**Run 1: congestion heat map**

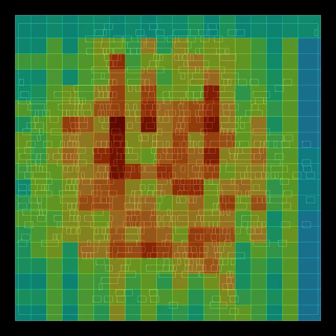
**Run 1: metal 2**

Bar = 50 microns.
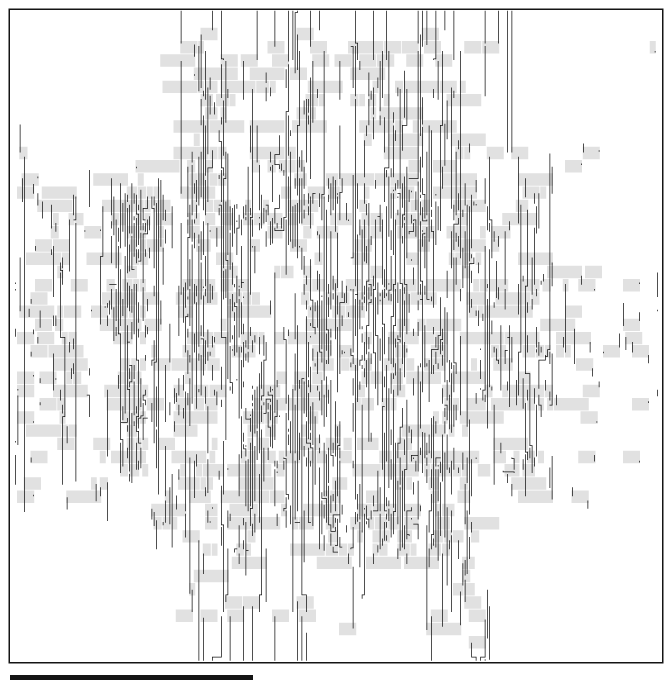
**Run 1: the metal 1 layer**

Bar = 50 microns. Supply wires on this layer in gray.
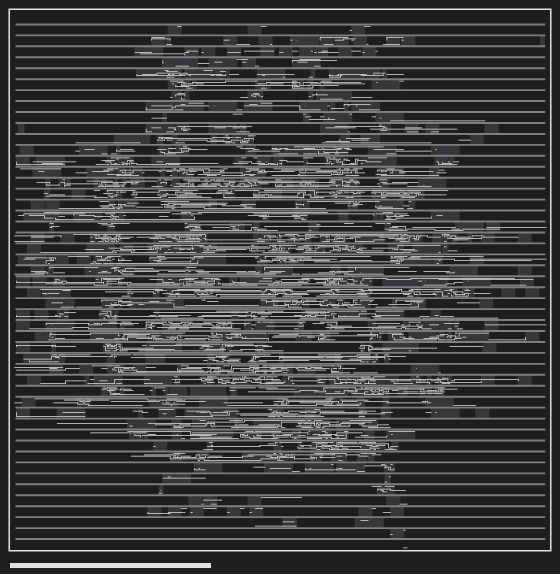
==> config.mk <==
export PLATFORM = sky130hd
export DESIGN_NAME = axis_byte_packer_flat
export DESIGN_NICKNAME = d
export VERILOG_FILES = /design/src/rtl/axis_byte_packer_if.sv /design/src/rtl/axis_byte_packer.sv /design/src/flat_wrapper.sv
export SDC_FILE = /design/constraint.sdc
export NUM_CORES = 1
export LEC_CHECK = 0
export CAP_MARGIN = 20
export CORE_UTILIZATION = 25
export DETAILED_ROUTE_END_ITERATION = 16
export PLACE_DENSITY = 0.54
export REMOVE_ABC_BUFFERS = 1
export SYNTH_ARGS = -nofsm -noshare
export SYNTH_HDL_FRONTEND = slang
export SYNTH_SLANG_ARGS = --single-unit
==> constraint.sdc <==
create_clock -name clk -period 6.1 [get_ports clk]
set_clock_uncertainty 0.15 [all_clocks]
set_input_delay 1.525 -clock clk [delete_from_list [all_inputs] [get_ports clk]]
set_output_delay 1.525 -clock clk [all_outputs]
set_load 0.02 [all_outputs]
==> src/rtl/axis_byte_packer_if.sv <==
// AXI-Stream beat bundle used on both sides of axis_byte_packer.
interface axis_byte_packer_if #(
    parameter int DATA_WD = 32
) ();
    localparam int DATA_BYTE_WD = DATA_WD / 8;

    logic                    valid;
    logic [DATA_WD-1:0]      data;
    logic [DATA_BYTE_WD-1:0] keep;
    logic                    last;
    logic                    ready;

    modport master (output valid, output data, output keep, output last, input ready);
    modport slave  (input valid, input data, input keep, input last, output ready);
endinterface

==> src/rtl/axis_byte_packer.sv <==
// Registered AXI-Stream byte packer: MSB-aligned partial beats in, dense beats out.
// Optional keep-format checker enabled by defining AXIS_PACKER_KEEP_CHECK_EN.
module axis_byte_packer #(
    parameter int DATA_WD      = 32,
    parameter int DATA_BYTE_WD = DATA_WD / 8,
    parameter int BYTE_CNT_WD  = $clog2(DATA_BYTE_WD)
) (
    input  logic                clk,
    input  logic                rst,
    axis_byte_packer_if.slave   up,
    axis_byte_packer_if.master  down,
    output logic                err_keep
);
    typedef logic [BYTE_CNT_WD:0] cnt_t;
    typedef enum logic {ACCEPT, TAIL} state_t;

    localparam cnt_t FULL = cnt_t'(DATA_BYTE_WD);

    state_t                  state, state_nx;
    logic [DATA_WD-1:0]      res_data, res_data_nx;
    cnt_t                    res_cnt, res_cnt_nx;
    logic                    valid_q, valid_nx;
    logic [DATA_WD-1:0]      data_q, data_nx;
    logic [DATA_BYTE_WD-1:0] keep_q, keep_nx;
    logic                    last_q, last_nx;

    logic                    slot_free;
    logic                    accept;
    cnt_t                    in_cnt;
    cnt_t                    cnt;
    logic [DATA_WD-1:0]      in_masked;
    logic [BYTE_CNT_WD+3:0]  shift;
    logic [2*DATA_WD-1:0]    comb;

    function automatic logic [DATA_BYTE_WD-1:0] keep_of(input cnt_t n);
        keep_of = '0;
        for (int unsigned i = 0; i < DATA_BYTE_WD; i++)
            if (cnt_t'(i) < n) keep_of[DATA_BYTE_WD-1-i] = 1'b1;
    endfunction

    assign slot_free  = !valid_q || down.ready;
    assign up.ready   = (state == ACCEPT) && slot_free && !rst;
    assign accept     = up.valid && up.ready;
    assign down.valid = valid_q;
    assign down.data  = data_q;
    assign down.keep  = keep_q;
    assign down.last  = last_q;

    // Only the leading in_cnt bytes are taken, so junk in unused lanes never leaks out.
    always_comb begin
        in_cnt    = '0;
        in_masked = '0;
        for (int unsigned i = 0; i < DATA_BYTE_WD; i++)
            in_cnt = in_cnt + cnt_t'(up.keep[i]);
        for (int unsigned i = 0; i < DATA_BYTE_WD; i++)
            if (cnt_t'(i) < in_cnt)
                in_masked[DATA_WD-1-8*i -: 8] = up.data[DATA_WD-1-8*i -: 8];
    end

    assign cnt   = res_cnt + in_cnt;
    assign shift = {res_cnt, 3'b000};
    assign comb  = {res_data, {DATA_WD{1'b0}}} | ({in_masked, {DATA_WD{1'b0}}} >> shift);

    always_comb begin
        state_nx    = state;
        res_data_nx = res_data;
        res_cnt_nx  = res_cnt;
        valid_nx    = valid_q;
        data_nx     = data_q;
        keep_nx     = keep_q;
        last_nx     = last_q;
        if (slot_free) valid_nx = 1'b0;

        case (state)
            ACCEPT: begin
                if (accept) begin
                    if (!up.last) begin
                        if (cnt >= FULL) begin
                            valid_nx    = 1'b1;
                            data_nx     = comb[2*DATA_WD-1:DATA_WD];
                            keep_nx     = '1;
                            last_nx     = 1'b0;
                            res_data_nx = comb[DATA_WD-1:0];
                            res_cnt_nx  = cnt - FULL;
                        end else begin
                            res_data_nx = comb[2*DATA_WD-1:DATA_WD];
                            res_cnt_nx  = cnt;
                        end
                    end else if (cnt == '0) begin
                        res_data_nx = '0;
                        res_cnt_nx  = '0;
                    end else if (cnt <= FULL) begin
                        valid_nx    = 1'b1;
                        data_nx     = comb[2*DATA_WD-1:DATA_WD];
                        keep_nx     = keep_of(cnt);
                        last_nx     = 1'b1;
                        res_data_nx = '0;
                        res_cnt_nx  = '0;
                    end else begin
                        valid_nx    = 1'b1;
                        data_nx     = comb[2*DATA_WD-1:DATA_WD];
                        keep_nx     = '1;
                        last_nx     = 1'b0;
                        res_data_nx = comb[DATA_WD-1:0];
                        res_cnt_nx  = cnt - FULL;
                        state_nx    = TAIL;
                    end
                end
            end
            TAIL: begin
                if (slot_free) begin
                    valid_nx    = 1'b1;
                    data_nx     = res_data;
                    keep_nx     = keep_of(res_cnt);
                    last_nx     = 1'b1;
                    res_data_nx = '0;
                    res_cnt_nx  = '0;
                    state_nx    = ACCEPT;
                end
            end
            default: state_nx = ACCEPT;
        endcase
    end

    always_ff @(posedge clk) begin
        if (rst) begin
            state    <= ACCEPT;
            res_data <= '0;
            res_cnt  <= '0;
            valid_q  <= 1'b0;
            data_q   <= '0;
            keep_q   <= '0;
            last_q   <= 1'b0;
        end else begin
            state    <= state_nx;
            res_data <= res_data_nx;
            res_cnt  <= res_cnt_nx;
            valid_q  <= valid_nx;
            data_q   <= data_nx;
            keep_q   <= keep_nx;
            last_q   <= last_nx;
        end
    end

`ifdef AXIS_PACKER_KEEP_CHECK_EN
    logic keep_bad;
    // A well-formed keep equals the MSB-first mask of its own popcount.
    assign keep_bad = (up.keep != keep_of(in_cnt)) || ((in_cnt == '0) && !up.last);

    always_ff @(posedge clk) begin
        if (rst)                      err_keep <= 1'b0;
        else if (accept && keep_bad)  err_keep <= 1'b1;
    end
`else
    assign err_keep = 1'b0;
`endif
endmodule

==> src/flat_wrapper.sv <==
// flat-port wrapper written by rule: the top's interface ports become plain ports
module axis_byte_packer_flat 
#(
    parameter int DATA_WD      = 32,
    parameter int DATA_BYTE_WD = DATA_WD / 8,
    parameter int BYTE_CNT_WD  = $clog2(DATA_BYTE_WD)
)
  (clk, rst, err_keep, up_valid, up_data, up_keep, up_last, up_ready, down_valid, down_data, down_keep, down_last, down_ready);
  axis_byte_packer_if #(.DATA_WD(DATA_WD)) up_i ();
  axis_byte_packer_if #(.DATA_WD(DATA_WD)) down_i ();
  input  logic clk;
  input  logic rst;
  output logic err_keep;
  input wire logic [$bits(up_i.valid)-1:0] up_valid;
  input wire logic [$bits(up_i.data)-1:0] up_data;
  input wire logic [$bits(up_i.keep)-1:0] up_keep;
  input wire logic [$bits(up_i.last)-1:0] up_last;
  output wire logic [$bits(up_i.ready)-1:0] up_ready;
  output wire logic [$bits(down_i.valid)-1:0] down_valid;
  output wire logic [$bits(down_i.data)-1:0] down_data;
  output wire logic [$bits(down_i.keep)-1:0] down_keep;
  output wire logic [$bits(down_i.last)-1:0] down_last;
  input wire logic [$bits(down_i.ready)-1:0] down_ready;
  assign up_i.valid = up_valid;
  assign up_i.data = up_data;
  assign up_i.keep = up_keep;
  assign up_i.last = up_last;
  assign up_ready = up_i.ready;
  assign down_valid = down_i.valid;
  assign down_data = down_i.data;
  assign down_keep = down_i.keep;
  assign down_last = down_i.last;
  assign down_i.ready = down_ready;
  axis_byte_packer #(.DATA_WD(DATA_WD), .DATA_BYTE_WD(DATA_BYTE_WD), .BYTE_CNT_WD(BYTE_CNT_WD)) u_core (.clk(clk), .rst(rst), .up(up_i), .down(down_i), .err_keep(err_keep));
endmodule
==> flow_results.xml, run 1 <==
<?xml version="1.0" encoding="UTF-8"?>
<metrics>
  <group name="clocking">
    <metric name="htreeDepth" unit="">3</metric>
    <metric name="post_cts_hold_buffer_count" unit="">0</metric>
    <metric name="post-cts-setup-buffers" unit="">0</metric>
  </group>
  <group name="global_route">
    <metric name="grt_pass1_wl" unit="mm">25.8</metric>
    <metric name="global_route.peak_usage_layer" unit="">met2</metric>
  </group>
  <group name="layout">
    <metric name="layout.clock_buffers" unit="">14</metric>
    <metric name="nonClockBufferCount" unit="">92</metric>
    <metric name="dominant_kind_of_cell_by_area" unit="">multi-input combinational cells</metric>
    <metric name="num-nonclk-inverters" unit="">12</metric>
    <metric name="signal_buffers_share_of_area" unit="">0.157</metric>
    <metric name="sh_seq_area" unit="">0.263</metric>
    <metric name="fill_cells" unit="">1811</metric>
  </group>
  <group name="place">
    <metric name="dpl_worst_slack" unit="ps">218</metric>
  </group>
  <group name="synth">
    <metric name="synth_cell_types" unit="">56</metric>
    <metric name="xor_area_frac" unit="">0.0158</metric>
    <metric name="largest_area_cell" unit="">sky130_fd_sc_hd__dfxtp_1</metric>
    <metric name="synth.ff_latch_count" unit="">74</metric>
    <metric name="top_cell" unit="">sky130_fd_sc_hd__nor2_1</metric>
  </group>
  <group name="worst_setup_path">
    <metric name="arrival_time_worst_endpoint" unit="ps">5590</metric>
    <metric name="timing.critical_path.to_type" unit="">flip-flop</metric>
    <metric name="setup.worst_path.end" unit="">u_core.down.data[8]$_SDFFE_PP0P_</metric>
    <metric name="worst-path-max-fanout" unit="">19</metric>
  </group>
  <group name="sta">
    <metric name="period_minus_slack" unit="ps">5540</metric>
    <metric name="worst_case_hold_slack" unit="ps">304</metric>
    <metric name="grt_setup_unrepaired" unit="">no</metric>
    <metric name="finalHoldViolations" unit="">0</metric>
  </group>
  <group name="route">
    <metric name="wl_met3" unit="mm">1.31</metric>
    <metric name="detailedRoute.firstPassIterationCount" unit="">5</metric>
  </group>
  <group name="power_and_ir_drop">
    <metric name="pg_clk" unit="uW">548</metric>
    <metric name="switching_share" unit="">0.326</metric>
    <metric name="power_top_consumer" unit="">the clock network</metric>
  </group>
  <group name="outcome">
    <metric name="run_status" unit="">finished, final reports clean</metric>
  </group>
  <group name="die">
    <metric name="dieWidth" unit="microns">134</metric>
  </group>
  <group name="min_path">
    <metric name="holdCritPathClass" unit="">reg -&gt; reg</metric>
    <metric name="hold_path_depth" unit="">2</metric>
  </group>
</metrics>
-- 'congestion heat map' (at the start) --
core occupancy in the finished layout: 0.335
met2 Resource Use GR: 0.288
GR met3 Demand/Resource: 0.0420
global-route track usage on met1: 0.254
GRT Util Overall: 0.188

-- 'metal 2' (at the start) --
share of all routed wire: 44%
wire length on this layer: 7290 microns
main direction: vertical
via count: 4743
total wire length after detailed routing: 16.5 mm

-- 'the metal 1 layer' (at the start) --
wire length on this layer: 7550 microns
nets with wire on the layer: 609
main direction: horizontal
share of all routed wire: 46%

**Run 1: zoomed window**

Bar = 10 microns. Region (47, 20) to (87, 60) microns. Cells in gray, sequential cells in the stronger gray; small squares are vias.
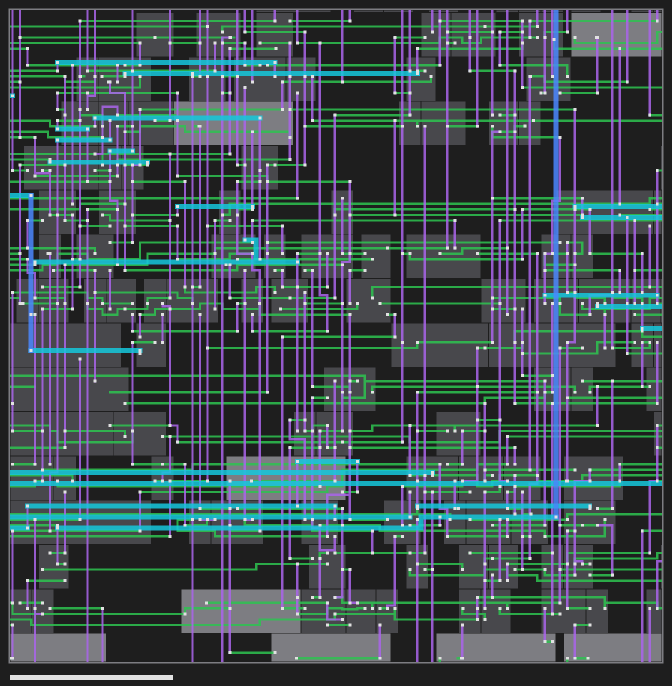

--- run 2 (diff from run 1) ---
Settings changed: CORE_UTILIZATION 25 to 30, PLACE_DENSITY 0.54 to 0.61.
**Run 2: zoomed window**

Bar = 10 microns. Region (41, 17) to (81, 57) microns. Cells in gray, sequential cells in the stronger gray; small squares are vias.
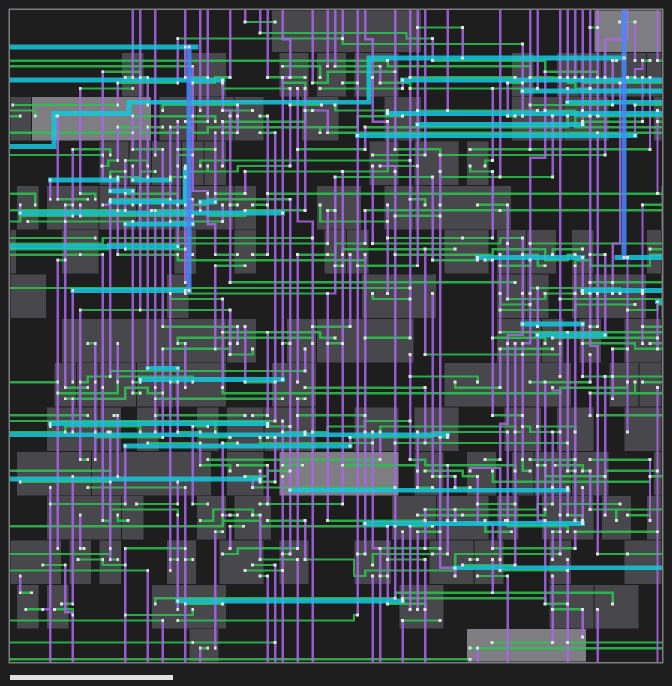
[met4] blue
[met1] green
[met2] purple
[met3] cyan
most frequent: nand2_1 (15), nor2_1 (12), a21oi_1 (11)
cells with their middle in the window: 116
sequential cells in the window: 4
netlist names of flops here include: `u_core.res_data` (3), `u_core.res_cnt` (1)

**Run 2: congestion heat map**

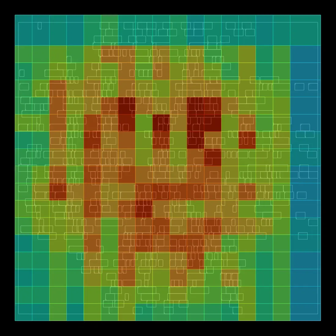
GRT Util Overall: 0.211
GR met3 Demand/Resource: 0.0400
average detailed-routed wire length per instance: 18.9 microns

==> run 2 against run 1 <==
Flip-flop count stayed put. Synthesized cell count stayed put. Total power is 0.85% lower. Via count is 2.4% lower. Die size is 16% lower. Sequential power hardly changed. First-iteration DRC count is 15% higher. Largest power group unchanged.
==> flow_results.xml, run 2 <==
<?xml version="1.0" encoding="UTF-8"?>
<metrics>
  <group name="clocking">
    <metric name="post-cts-setup-buffers" unit="">0</metric>
    <metric name="post_cts_hold_buffer_count" unit="">0</metric>
    <metric name="htreeDepth" unit="">3</metric>
  </group>
  <group name="layout">
    <metric name="signal_buffers_share_of_area" unit="">0.157</metric>
    <metric name="sh_seq_area" unit="">0.266</metric>
    <metric name="nonClockBufferCount" unit="">91</metric>
    <metric name="layout.clock_buffers" unit="">14</metric>
    <metric name="num-nonclk-inverters" unit="">12</metric>
    <metric name="fin_util" unit="">0.397</metric>
  </group>
  <group name="synth">
    <metric name="xor_area_frac" unit="">0.0158</metric>
    <metric name="largest_area_cell" unit="">sky130_fd_sc_hd__dfxtp_1</metric>
  </group>
  <group name="route">
    <metric name="detailedRoute.firstPassIterationCount" unit="">5</metric>
    <metric name="routed_wirelength" unit="mm">15.3</metric>
  </group>
  <group name="die">
    <metric name="dieWidth" unit="microns">123</metric>
  </group>
  <group name="worst_setup_path">
    <metric name="worst-path-max-fanout" unit="">19</metric>
    <metric name="setup.worst_path.end" unit="">u_core.down.data[16]$_SDFFE_PP0P_</metric>
  </group>
  <group name="min_path">
    <metric name="hold_path_depth" unit="">2</metric>
  </group>
  <group name="power_and_ir_drop">
    <metric name="pg_clk" unit="uW">544</metric>
    <metric name="power_top_consumer" unit="">the clock network</metric>
    <metric name="switching_share" unit="">0.322</metric>
  </group>
  <group name="sta">
    <metric name="finalHoldViolations" unit="">0</metric>
    <metric name="worst_case_hold_slack" unit="ps">306</metric>
    <metric name="period_minus_slack" unit="ps">5340</metric>
    <metric name="grt_setup_unrepaired" unit="">no</metric>
  </group>
  <group name="global_route">
    <metric name="groute.layer.met1.usage" unit="">0.293</metric>
    <metric name="global_route.peak_usage_layer" unit="">met2</metric>
  </group>
  <group name="place">
    <metric name="dpl_worst_slack" unit="ps">398</metric>
  </group>
  <group name="outcome">
    <metric name="run_status" unit="">finished, final reports clean</metric>
  </group>
</metrics>
Power and IR drop assume default switching activity.
